### Placed standard cells, run 1

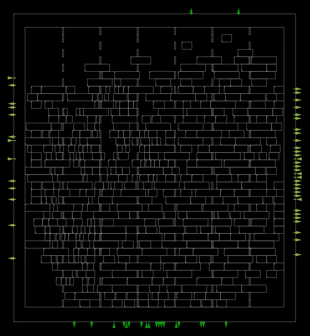
### Sequential cells colored by netlist name, run 1

Other sequential cells in the stronger gray, the rest of the logic in the fainter gray.
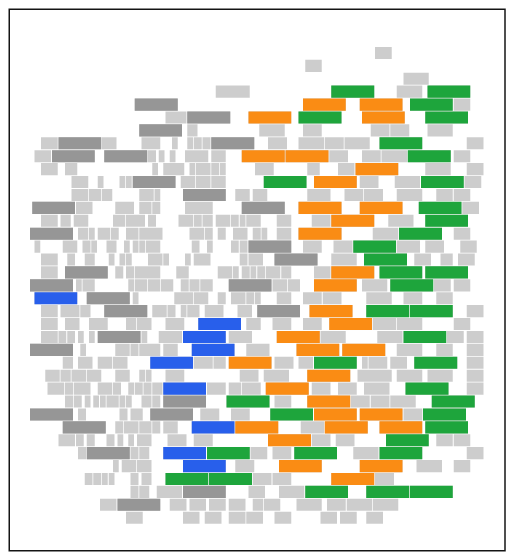
### Wiring by layer, run 1

Only two layers are drawn.
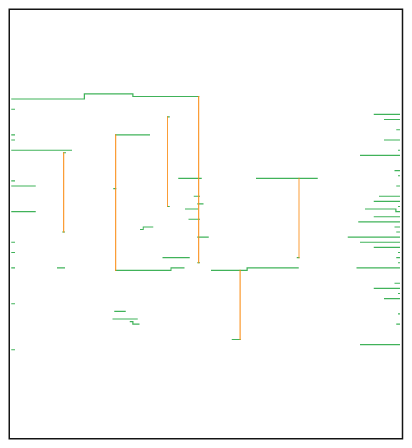
--- src/rtl/seq_lut_loader.sv ---
// rtl/seq_lut_loader.sv - framed byte-stream loader for the sequencer FSM LUT
//
// Assembles LUT_DATA_WIDTH-bit entries from a framed byte stream and writes
// them into the sequencer LUT. Each frame has the layout
//   HEADER_BYTE, COUNT, N x BPE entry bytes (little-endian), CHK
// where N = COUNT (0 means 256) and CHK is the XOR of COUNT and all entry bytes.
//
// Ports:
//   clk, reset_i         clock, asynchronous active-high reset
//   byte_data_i/valid_i  host byte stream input
//   byte_ready_o         registered; high while a frame can still be accepted
//   abort_i              synchronous abort back to header hunt (ignored once done)
//   lut_wen_o            one-cycle LUT write strobe
//   lut_write_data_o     entry data, held until the next entry completes
//   config_done_o        frame verified; sticky until reset
//   error_o/error_code_o sticky frame error (1 reserved bits, 2 checksum)
//   entries_written_o    LUT writes issued in the current frame
module seq_lut_loader #(
  parameter logic [7:0] HEADER_BYTE    = 8'hA5,
  parameter int         LUT_DATA_WIDTH = 37
) (
  input  logic                      clk,
  input  logic                      reset_i,
  input  logic [7:0]                byte_data_i,
  input  logic                      byte_valid_i,
  output logic                      byte_ready_o,
  input  logic                      abort_i,
  output logic                      lut_wen_o,
  output logic [LUT_DATA_WIDTH-1:0] lut_write_data_o,
  output logic                      config_done_o,
  output logic                      error_o,
  output logic [1:0]                error_code_o,
  output logic [8:0]                entries_written_o
);

  localparam int BPE       = (LUT_DATA_WIDTH + 7) / 8;
  localparam int IDX_W     = (BPE > 1) ? $clog2(BPE) : 1;
  localparam int LAST_BITS = LUT_DATA_WIDTH - (BPE - 1) * 8;
  localparam int PRE_W     = (BPE - 1) * 8;
  // Bits of the final entry byte that lie above the entry width.
  localparam logic [7:0]       RSV_MASK = 8'(9'h1FF << LAST_BITS);
  localparam logic [IDX_W-1:0] LAST_IDX = IDX_W'(BPE - 1);

  typedef enum logic [2:0] {
    S_HUNT,
    S_COUNT,
    S_DATA,
    S_CHECK,
    S_DONE,
    S_ERR
  } state_e;

  state_e                    state_q, state_d;
  logic                      ready_q, ready_d;
  logic [IDX_W-1:0]          byte_idx_q, byte_idx_d;
  logic [PRE_W-1:0]          entry_q, entry_d;
  logic [7:0]                chk_q, chk_d;
  logic [8:0]                n_q, n_d;
  logic [8:0]                cnt_q, cnt_d;
  logic                      wen_q, wen_d;
  logic [LUT_DATA_WIDTH-1:0] wdata_q, wdata_d;
  logic                      done_q, done_d;
  logic                      err_q, err_d;
  logic [1:0]                code_q, code_d;

  logic                      xfer;
  logic [8:0]                cnt_inc;
  logic [LUT_DATA_WIDTH-1:0] assembled;

  assign xfer      = byte_valid_i && ready_q;
  assign cnt_inc   = cnt_q + 9'd1;
  // The first BPE-1 bytes sit in entry_q with byte 0 in the low bits.
  assign assembled = {byte_data_i[LAST_BITS-1:0], entry_q};

  always_comb begin
    state_d    = state_q;
    byte_idx_d = byte_idx_q;
    entry_d    = entry_q;
    chk_d      = chk_q;
    n_d        = n_q;
    cnt_d      = cnt_q;
    wen_d      = 1'b0;
    wdata_d    = wdata_q;
    done_d     = done_q;
    err_d      = err_q;
    code_d     = code_q;

    // Abort wins over a simultaneous transfer; that byte is dropped.
    if (abort_i && state_q != S_DONE) begin
      state_d    = S_HUNT;
      byte_idx_d = '0;
      chk_d      = 8'd0;
      cnt_d      = 9'd0;
      err_d      = 1'b0;
      code_d     = 2'd0;
    end else if (xfer) begin
      case (state_q)
        S_HUNT: begin
          if (byte_data_i == HEADER_BYTE) begin
            state_d = S_COUNT;
          end
        end
        S_COUNT: begin
          n_d        = (byte_data_i == 8'd0) ? 9'd256 : {1'b0, byte_data_i};
          chk_d      = byte_data_i;
          byte_idx_d = '0;
          cnt_d      = 9'd0;
          state_d    = S_DATA;
        end
        S_DATA: begin
          chk_d = chk_q ^ byte_data_i;
          if (byte_idx_q == LAST_IDX) begin
            byte_idx_d = '0;
            if ((byte_data_i & RSV_MASK) != 8'd0) begin
              err_d   = 1'b1;
              code_d  = 2'd1;
              state_d = S_ERR;
            end else begin
              wen_d   = 1'b1;
              wdata_d = assembled;
              cnt_d   = cnt_inc;
              if (cnt_inc == n_q) begin
                state_d = S_CHECK;
              end
            end
          end else begin
            byte_idx_d = byte_idx_q + IDX_W'(1);
            entry_d    = {byte_data_i, entry_q[PRE_W-1:8]};
          end
        end
        S_CHECK: begin
          if (byte_data_i == chk_q) begin
            done_d  = 1'b1;
            state_d = S_DONE;
          end else begin
            err_d   = 1'b1;
            code_d  = 2'd2;
            state_d = S_ERR;
          end
        end
        default: begin
        end
      endcase
    end

    // Registered ready follows the state being entered.
    ready_d = (state_d == S_HUNT) || (state_d == S_COUNT) ||
              (state_d == S_DATA) || (state_d == S_CHECK);
  end

  always_ff @(posedge clk or posedge reset_i) begin
    if (reset_i) begin
      state_q    <= S_HUNT;
      ready_q    <= 1'b0;
      byte_idx_q <= '0;
      entry_q    <= '0;
      chk_q      <= 8'd0;
      n_q        <= 9'd0;
      cnt_q      <= 9'd0;
      wen_q      <= 1'b0;
      wdata_q    <= '0;
      done_q     <= 1'b0;
      err_q      <= 1'b0;
      code_q     <= 2'd0;
    end else begin
      state_q    <= state_d;
      ready_q    <= ready_d;
      byte_idx_q <= byte_idx_d;
      entry_q    <= entry_d;
      chk_q      <= chk_d;
      n_q        <= n_d;
      cnt_q      <= cnt_d;
      wen_q      <= wen_d;
      wdata_q    <= wdata_d;
      done_q     <= done_d;
      err_q      <= err_d;
      code_q     <= code_d;
    end
  end

  assign byte_ready_o      = ready_q;
  assign lut_wen_o         = wen_q;
  assign lut_write_data_o  = wdata_q;
  assign config_done_o     = done_q;
  assign error_o           = err_q;
  assign error_code_o      = code_q;
  assign entries_written_o = cnt_q;

endmodule

--- config.mk ---
export PLATFORM = sky130hd
export DESIGN_NAME = seq_lut_loader
export DESIGN_NICKNAME = d
export VERILOG_FILES = /design/src/rtl/seq_lut_loader.sv
export SDC_FILE = /design/constraint.sdc
export NUM_CORES = 1
export LEC_CHECK = 0
export CAP_MARGIN = 0
export CORE_ASPECT_RATIO = 1.1
export CORE_MARGIN = 4
export CORE_UTILIZATION = 50
export CTS_BUF_LIST = sky130_fd_sc_hd__clkbuf_8
export CTS_CLUSTER_SIZE = 25
export DETAILED_ROUTE_END_ITERATION = 7
export PLACE_DENSITY = 0.76
export SYNTH_ARGS = -nofsm -noshare
export SYNTH_HDL_FRONTEND = slang
export SYNTH_SLANG_ARGS = --single-unit
--- constraint.sdc ---
create_clock -name clk -period 4 [get_ports clk]
set_clock_uncertainty 0.05 [all_clocks]
set_input_delay 1 -clock clk [delete_from_list [all_inputs] [get_ports clk]]
set_output_delay 1 -clock clk [all_outputs]
set_load 0.02 [all_outputs]
==> results_slide.txt, run 1 <==
Physical Implementation Snapshot

Synthesis
  • AND-OR/OR-AND share of the synthesized area: 0.0802
  • Asr flop ratio synth: 1.00
  • Seq share, synth: 0.527
  • Post-Syn Area: 5080 um2
  • Synth cell types: 52
  • # Cells Yosys: 402
  • Syn. warnings: 0
  • Post-synth top area share: 0.527
  • Synth top cell by count: dfrtp_1
  • Top_reg_cell synth: dfrtp_1
  • Top cells by area: dfrtp_1, mux2_2, mux2_4
  • Adder share: 0.00738
  • Top cell type by total area after synthesis: dfrtp_1
  • Top cells by count: dfrtp_1, mux2_2, mux2_4, nand2_1, o21ai_0
  • MUX share of area: 0.202
  • Synth logic family: multiplexers
  • Basic Gates by Area: 0.0896
  • Gate Count Post-Synth: 402

Min path
  • Worst Hold Class: reg2reg
  • WHS Path Cells: 1

Power
  • Max IR drop VDD: 0.192 mV
  • Sequential share of power: 0.610
  • Top power group: registers
  • Comb pwr: 0.0649 mW
  • Comb pwr share: 0.037

Global route
  • GR Layer Usage met2: 0.284
  • Largest net degree at the start of global routing: 69
  • Initial antenna violation count: 0
  • Number of global-route vias before repair: roughly 3400
  • Most Used Layer, Global Route: met2
  • Met3 GRT Util: 0.0357

Timing
  • Setup_tns: 0 ns
  • RSZ-0062 raised after global routing: false
  • Slew HR: 0.441
  • Final period util: 0.783
  • Final Hold Fails: 0
  • Final setup vio count: 0
  • Period minus WS final: 3.13 ns
  • Slew @ Worst Pin: 0.838 ns

Job
  • Maxcap violations: 0
  • Tool warnings: 27

Setup path
  • CP cell instances: clkdlybuf4s50_1, o41ai_1, and4_4, buf_12, mux2_2
  • Slowest cell on the critical path: clkdlybuf4s50_1
  • CP required: 4.21 ns
  • CP Capture Type: register
  • Worst setup path class: in2reg

Die
  • Initial core utilization: 0.514
  • Number of placed I/O pins: between 60 and 70
  • Die Span X: 104 um
  • Die Ht: 114 um

Route
  • Met3 WL: 335 um
  • DR top layer: met4
  • Via density: between 5 and 6
  • Antenna Violating Nets Remaining: 0
  • DRC viols: 0
  • Met2 routed WL: 4.63 mm
  • Iteration tally of the first detailed-router pass: 4

Place
  • Count of input and output buffers: 63
  • Hpwl dp: approximately 6.9 mm

Clock network
  • CTS Buf Count: 9
  • Clock transition at path regs: 0.11 ns
  • CTS tree: done
  • Worst-Skew Late Latency: 0.37 ns

Cells and area
  • Final nets: 470
  • Area Overhead vs Synth: 16.3%
  • Diodes inserted: 0

Outcome
  • Status: finished clean
## Picture notes: 'Placed standard cells'
row count: 38
CORE AREA: 9890 um2
post-route non-filler standard cell count: 580
Util after Layout: 0.598
tapcell count: 120

## Picture notes: 'Sequential cells colored by netlist name'
Orange stands for entry_q, sequential cells 32. Blue stands for n_q, sequential cells 9. Green stands for lut_write_data_o, sequential cells 37.
Reg area: 2680 um2
sequential power: 1.08 mW
fraction of area in registers: 0.453

## Picture notes: 'Wiring by layer'
Orange stands for M4, wire length 165 um. Green stands for M3, wire length 335 um.
drt wl/cell: 17.0 um
via count: 3218
Total Wirelength: 9.89 mm
gr usage total: 0.177

[run 1: final cells by class]
type                    instances  area (um2)
inverters                       6        25.0
repair buffers                 71         716
clock inverters                 7        63.8
well taps                     120         150
fillers                       808        3980
clock buffers                   9         124
multi-input cells             260        2160
flip-flops and latches        107        2680
[run 1: registers in the layout, summed over array words and instances, names as in the netlist]
name / flops
byte_ready_o: 1
chk_q: 8
n_q: 9
error_code_o: 2
entry_q: 32
lut_wen_o: 1
entries_written_o: 9
state_q: 3
lut_write_data_o: 37
config_done_o: 1
error_o: 1
byte_idx_q: 3
[run 1: metrics by stage]
step                worst slack [ns]  area, um2  hold slack, ns   util  std cells
floorplan                      0.133       5080           0.422      -        402
global placement               0.542       5720           0.418  0.579        564
CTS                            0.902       5910           0.431  0.598        580
detailed placement             0.496       5720           0.407  0.579        564
finish                         0.867       5910           0.423  0.598        580
global route                   0.799       5910           0.471  0.598        580
[run 1: worst max-delay path: cells and delay by family]
family	cells	cell delay [ns]
buffers and inverters	2	0.87
AND/OR/NAND/NOR	1	0.58
AND-OR/OR-AND	1	0.51
multiplexers	1	0.36
[run 1: final timing paths]
path	slack, ns	from	end
max	0.87	byte_data_i[5]	lut_write_data_o[30]
min	0.42	config_done_o	config_done_o
max reg2reg	1.43	state_q[2]	lut_write_data_o[30]
min reg2reg	0.42	config_done_o	config_done_o
max in group asynchronous	2.09	reset_i	entry_q[21]
min in group asynchronous	1.10	reset_i	lut_wen_o
[run 1: layout by cell type, fill, tap and decap left out, types with 4 or more instances in the layout]
cell             count
mux2_2              49
buf_4                6
o21ai_0             27
nand3_1             14
xnor2_1             14
a22o_1               8
nand2_1             31
inv_1                6
dfrtp_1            107
a31oi_1              5
clkbuf_8             9
mux2_4              31
nand4_1              4
nor2_1              13
xor2_1              12
clkdlybuf4s50_1     63
--- run 2 (diff from run 1) ---
- PLACE_DENSITY: 0.76 -> 0.73
- clock period: 4 -> 3 ns (I/O delays scaled with it)
### The metal 2 layer, run 2

Scale bar: 20 um.
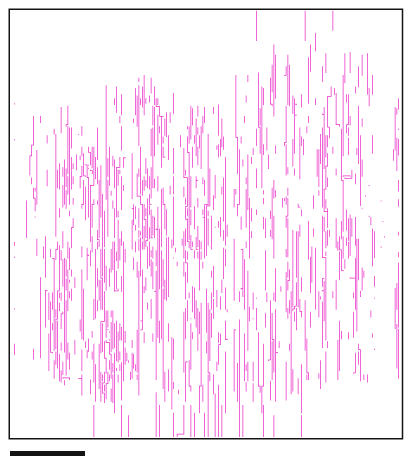
The layer holds 49% of the routed length. The layer carries 4750 um of wire. The wires run mostly vertical.
GR Layer Usage met2: 0.288
via count: 3295

==> results_slide.txt, run 2 <==
Physical Implementation Snapshot

Route
  • Met3 WL: 398 um
  • Drt wl/cell: 16.6 um
  • Wl on met1: 4.49 mm
  • Via density: 5.58
  • DRC viols: 0
  • Antenna Violating Nets Remaining: 0
  • Initial drt markers: 189
  • Iteration tally of the first detailed-router pass: 4
  • Met2 routed WL: 4.75 mm
  • DR top layer: met4
  • Total Wirelength: 9.77 mm

Global route
  • Total grt overflow: 0
  • Number of global-route vias before repair: 3303
  • First-pass GRT wire length: approximately 17 mm
  • Initial antenna violation count: 0
  • Largest net degree at the start of global routing: 108
  • Gr usage total: 0.174

Power
  • Max IR drop VDD: 0.264 mV
  • Power Dens Cells: 412 nW/um2
  • Power Total: 2.50 mW
  • Leak: 2.73 nW

Synthesis
  • Gate Count Post-Synth: approximately 400
  • Seq share, synth: 0.527
  • Syn. warnings: 0
  • Top cells by count: dfrtp_1, mux2_2, mux2_4, nand2_1, o21ai_0
  • MUX share of area: 0.202
  • Basic Gates by Area: 0.0896
  • Top cells by area: dfrtp_1, mux2_2, mux2_4
  • Ys flops: 107
  • Chip Area, Yosys: 5080 um2
  • Synth logic family: multiplexers
  • Synth top cell by count: dfrtp_1
  • Asr flop ratio synth: 1.00
  • Post-Syn Area: 5080 um2
  • Post-synth top area share: 0.527
  • Synth cell types: 52
  • Avg Inst Size Synth: ~13 um2
  • # Cells Yosys: 402
  • AND-OR/OR-AND share of the synthesized area: 0.0802
  • Adder share: 0.00738
  • Synthesized Nets: 417
  • Top cell type by total area after synthesis: dfrtp_1
  • Post-synth EDFFs: 0
  • Top_reg_cell synth: dfrtp_1
  • Post-synthesis xor/xnor area fraction: 0.0448

Timing
  • Period minus WS final: 2.44 ns
  • Slew Viols, Final: 0
  • Final setup vio count: 0
  • Setup_tns: 0 ns
  • RSZ-0062 raised after global routing: false
  • Slew @ Worst Pin: approximately 0.54 ns
  • Final period util: 0.815
  • Slew HR: 0.639
  • Fmax: 409 MHz
  • Final Hold Fails: 0
  • Hold slack: 0.449 ns

Die
  • Number of placed I/O pins: 64
  • Die Span X: 104 um
  • Die Footprint: between 10000 and 15000 um2
  • CORE AREA: 9890 um2
  • Row count: 38
  • Initial core utilization: 0.514
  • Die Ht: 114 um

Clock network
  • Post-CTS Setup Bufs: 0
  • CTS tree: done
  • Worst-Skew Late Latency: approximately 0.37 ns
  • Post-cts hold buffer count: 0
  • CTS Buf Count: 9
  • Maximum clock path buffer count: 2
  • Root Driver: clkbuf_8
  • CTS Sinks: 107
  • Clock transition at path regs: 0.11 ns
  • CTS resizes: 0

Cells and area
  • Commonest non-fill, non-tap cell in the layout: dfrtp_1
  • Diodes inserted: 0
  • Final nets: 480
  • Post-route non-filler standard cell count: 590
  • Ratio of cells with drive above 1 in the final layout: 0.257
  • Top Layout Cells: dfrtp_1, clkdlybuf4s50_1, mux2_2
  • Largest register FFs: 37
  • Util after Layout: 0.613
  • Area Overhead vs Synth: 19.2%

Place
  • Count of input and output buffers: 63
  • Routability cong.: 0.823
  • Hpwl dp: roughly 6.9 mm
  • Placed cells: 574

Setup path
  • Worst reg2reg endpoint: state_q[0]
  • Worst Path Arrival: ~2.7 ns
  • Worst R2R Setup Slack: 0.63 ns
  • Worst-path fanout max: 12
  • Worst setup path class: in2reg
  • Setup crit start: byte_data_i[7]
  • CP cell instances: clkdlybuf4s50_1, o41ai_1, and4_4, buf_12, mux2_2
  • Reg2reg start: entries_written_o[0]
  • CP Capture Type: register
  • CP required: 3.21 ns
  • Slowest cell on the critical path: o41ai_1
  • Worst R2R Path Depth: 6

Min path
  • WHS Endpoint: config_done_o
  • WHS Path Cells: 1
  • Worst Hold Class: reg2reg
  • Hold Path Origin: config_done_o

Job
  • Tool warnings: 29
  • Maxcap violations: 0

Outcome
  • Status: finished clean
[run 2: final cells by class]
cell class / count / area [um2]
multi-input cells: 260 / 2160
repair buffers: 81 / 828
fillers: 814 / 3830
inverters: 6 / 26.3
clock inverters: 7 / 97.6
flip-flops and latches: 107 / 2680
well taps: 120 / 150
clock buffers: 9 / 124
[run 2: logic make-up after synthesis]
family,after synthesis
AND-OR/OR-AND,62
XOR/XNOR,26
adder cells (fa/ha/maj),3
buffers and inverters,35
flip-flops,107
multiplexers,81
AND/OR/NAND/NOR,88
[run 2: per-stage QoR]
step / setup WS, ns / area [um2]
floorplan: 0.641 / 5090
global placement: 0.194 / 5840
detailed placement: 0.176 / 5840
CTS: 0.557 / 6060
global route: 0.449 / 6060
finish: 0.556 / 6060
[run 2: worst max-delay path, delay by kind of cell]
family,cells,cell delay (ns)
compound gates,1,0.47
mux,1,0.34
buf+inv,2,0.65
simple gates,1,0.43
[run 2: routing by layer]
layer  GRT usage  vias up
met5           0        -
li1            -     1551
met1       0.233     1639
met4      0.0532        0
met3      0.0357       13
met2       0.288       92
[run 2: worst max-delay path by stage]
stage	depth (start not counted)	end	slack, ns
floorplan	6	lut_write_data_o[0]	0.64
global placement	5	lut_write_data_o[30]	0.19
detailed placement	5	lut_write_data_o[30]	0.18
CTS	5	lut_write_data_o[33]	0.56
global route	6	state_q[0]	0.45
finish	5	lut_write_data_o[33]	0.56
[run 2: power by group]
part / total [mW] / internal, mW / switching (mW)
logic: 0.0923 / 0.0342 / 0.0581
clock network: 0.960 / 0.419 / 0.541
registers: 1.44 / 1.44 / 0.00106
total: 2.50 / 1.90 / 0.600
Power is estimated from default activity; no workload was simulated.
